Design piezo_melody_player, sky130hd; sources not shown.
**Logic cells by family**

Drawn at 2 px/um.
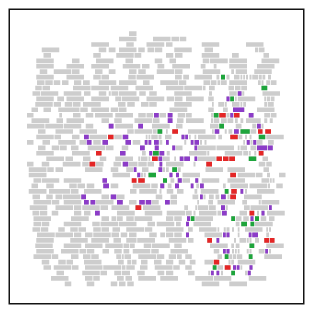
[purple] inverting AOI/OAI gates | cells: 90
[red] AND-OR and OR-AND gates | cells: 27
[green] AND and OR gates | cells: 24
post-route insts no fill: 973
most frequent logic cell in the layout: dfrtp_1
logic share of the area: 0.436

**Metal 3**

Drawn at 3 px/um.
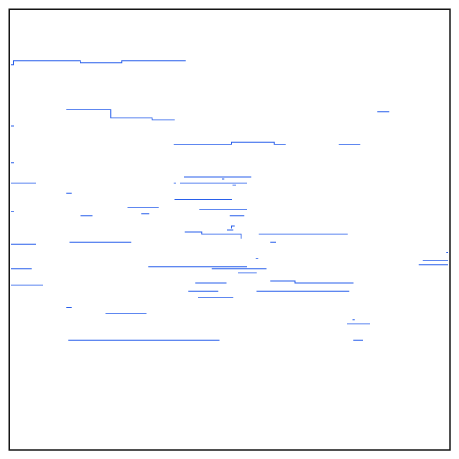
longest straight run: 50.1 um
main direction: horizontal
nets with wire on the layer: 34
met3 Resource Use GR: 0.0439
Via Count: 5853
Post-Route WL: 19700 um

**Cell sizes after repair**

Drawn at 2 px/um.
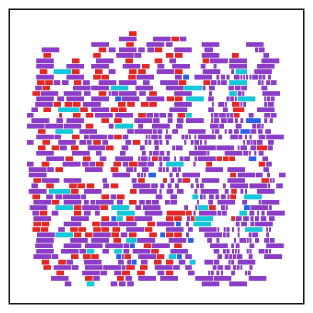
[cyan] _6 and larger | cells: 32 | share: 4.2%
[red] _2 cells | cells: 156 | share: 21%
[purple] _0 and _1 cells | cells: 550 | share: 73%
[blue] _3 and _4 cells | cells: 15 | share: 2.0%
Non-CTS buffers: 37
area grow syn2layout: 12.4%
Final Cell Area: 9560 um2
setup slack after layout: 2.15 ns

**Track usage over the die**

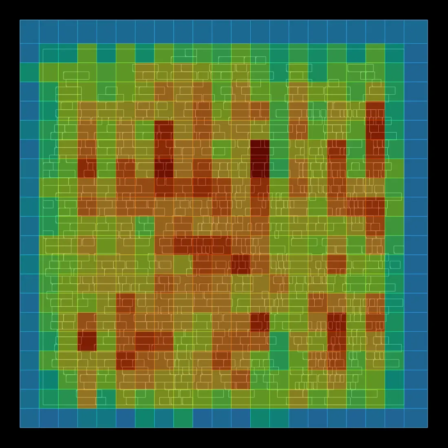
final core occ: 0.577
Global Route met1 Usage: 0.236

**Cell classes on the final placement**

Drawn at 2 px/um. Fill, decap, tap and diode cells in grey.
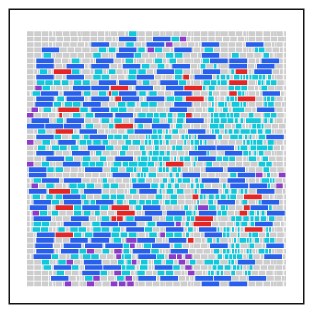
[blue] flops | cells: 164 | share of their area: 44%
[red] clock drivers and dummy loads | cells: 32 | share of their area: 6.5%
[cyan] combinational and other logic | cells: 520 | share of their area: 45%
[purple] other buffers and delay cells | cells: 37 | share of their area: 4.0%
core footprint: 16600 um2
sequential fraction of total cell area: 0.429

==> results.yml <==
# flow metrics
outcome:
  status: "complete, no violations"
placed_design:
  gp_congestion: 0.870
sta:
  drv_slew: 0
  min_period_ns: 3.35
  whs_ns: 0.325
  tightest_slew_ns: 0.982
  final_hold_viol_count: 0
  period_used_share: 0.609
floorplan:
  initCoreUtil: 0.513
  die_area_um2: 21400
clock_tree:
  cts_resized: 0
  hold_buffers: 0
  root_buffer: "clkbuf_16"
  cts_tree: "built"
logic_synthesis:
  synthesis.nets: 749
  ys_area_um2: 8510
  enable_flop_cells: 0
  async_flop_share: 1.00
  syn-instance-count: 723
cells_and_area:
  drive_above_1_share: 0.270
  flop_area_um2: 4110
  fillers: 1389
worst_setup_path:
  required_ns: 5.80
  crit_arrival_ns: 3.65
  critPathTopFamily: "simple AND/OR/NAND/NOR gates"
  reg2reg_setup_slack_ns: 2.15
  crit_fanout: 14
  path_depth: 7
  slowest_delay_ns: 0.81
detailed_routing:
  drcViolationCount: 0
  met3_length_um: 601
  drt_iter0_markers: 269
  drt_first_pass_iters: 4
  avgRoutedWirePerCell_um: 20.2
  highest_layer: "met4"
  ant_nets: 0
global_route:
  grt_max_degree: 85
flow_run:
  drv_cap: 0
power:
  power.density_nw_per_um2: 496
## worst reg2reg max path: cells and delay by family (launching register included)
kind,cells,cell delay [ns]
AND/OR/NAND/NOR,2,1.32
flip-flops,1,0.48
adder cells (fa/ha/maj),1,0.43
AND-OR/OR-AND,3,0.75
multiplexers,1,0.24
## placed cells by master (no fill, tap or decap), types with 7 or more instances in the layout
cell type,synthesis,routed
xnor2_1,18,18
nor3_1,19,17
mux2i_1,59,59
mux2_2,127,127
nor4_1,7,7
a21oi_1,11,11
clkbuf_16,0,17
a31o_2,9,9
o21ai_0,31,31
clkdlybuf4s50_1,0,25
xor2_1,14,14
nand3_1,18,18
a22oi_1,18,18
o221ai_1,7,7
dfrtp_1,164,163
nor3_2,6,8
nand2_1,40,40
nor2_1,25,25
inv_1,10,9
## synth_stat cells, types with 4 or more instances
| library cell | number | area, um2 |
|---|---|---|
| a21o_1 | 4 | 30.0 |
| nor2_1 | 25 | 93.8 |
| nor2b_1 | 4 | 25.0 |
| nor4_1 | 7 | 43.8 |
| nand4b_1 | 5 | 43.8 |
| a22oi_1 | 18 | 135 |
| buf_4 | 4 | 30.0 |
| xor2_1 | 14 | 123 |
| nor3_2 | 6 | 60.1 |
| o221ai_1 | 7 | 61.3 |
| nand3_1 | 18 | 90.1 |
| buf_2 | 8 | 40.0 |
| xnor2_1 | 18 | 158 |
| buf_6 | 5 | 56.3 |
| o21ai_0 | 31 | 155 |
| dfrtp_1 | 164 | 4100 |
| or4_1 | 5 | 37.5 |
| nor3_1 | 19 | 95.1 |
| a21oi_1 | 11 | 55.1 |
| o22ai_1 | 6 | 37.5 |
| nand2_1 | 40 | 150 |
| ha_1 | 4 | 50.1 |
| and3_1 | 5 | 31.3 |
| a221oi_1 | 4 | 35.0 |
| inv_1 | 10 | 37.5 |
| a31oi_1 | 5 | 31.3 |
| mux2_2 | 127 | 1430 |
| mux2i_1 | 59 | 591 |
| clkbuf_1 | 18 | 67.6 |
| a22o_1 | 6 | 52.6 |
| nor3b_1 | 8 | 60.1 |
| a31o_2 | 9 | 78.8 |
| nand4_1 | 6 | 37.5 |
## cells by family after synthesis
| group | count (synthesis) | synth area share |
|---|---|---|
| buf+inv | 49 | 0.0304 |
| fa+ha+maj | 4 | 0.00588 |
| compound gates | 117 | 0.0965 |
| mux | 186 | 0.238 |
| flops | 164 | 0.482 |
| simple gates | 171 | 0.114 |
| xor+xnor | 32 | 0.0329 |
## through the flow
step	cell area (um2)	utilization	setup WS, ns	instances
2_1_floorplan	8510	-	0.467	723
3_3_place_gp	8890	0.536	2.30	936
3_5_place_dp	8890	0.536	2.23	936
4_1_cts	9500	0.573	2.18	968
5_1_grt	9560	0.577	1.97	973
6_report	9560	0.577	2.15	973
## cell type report
type,count,area share
repair buffers,37,0.0387
multi-input cells,510,0.436
clock buffers,18,0.0449
inverters,10,0.00445
flip-flops and latches,164,0.429
clock inverters,14,0.0181
well taps,220,0.0288
## report_power, final
| part | internal, mW | switching [mW] | total (mW) | leakage (nW) |
|---|---|---|---|---|
| Clock | 0.684 | 0.518 | 1.20 | 0.292 |
| Combinational | 0.802 | 0.948 | 1.75 | 1.68 |
| Sequential | 1.48 | 0.312 | 1.79 | 2.03 |
No activity file was given, so power comes from the tool's default toggle rates.
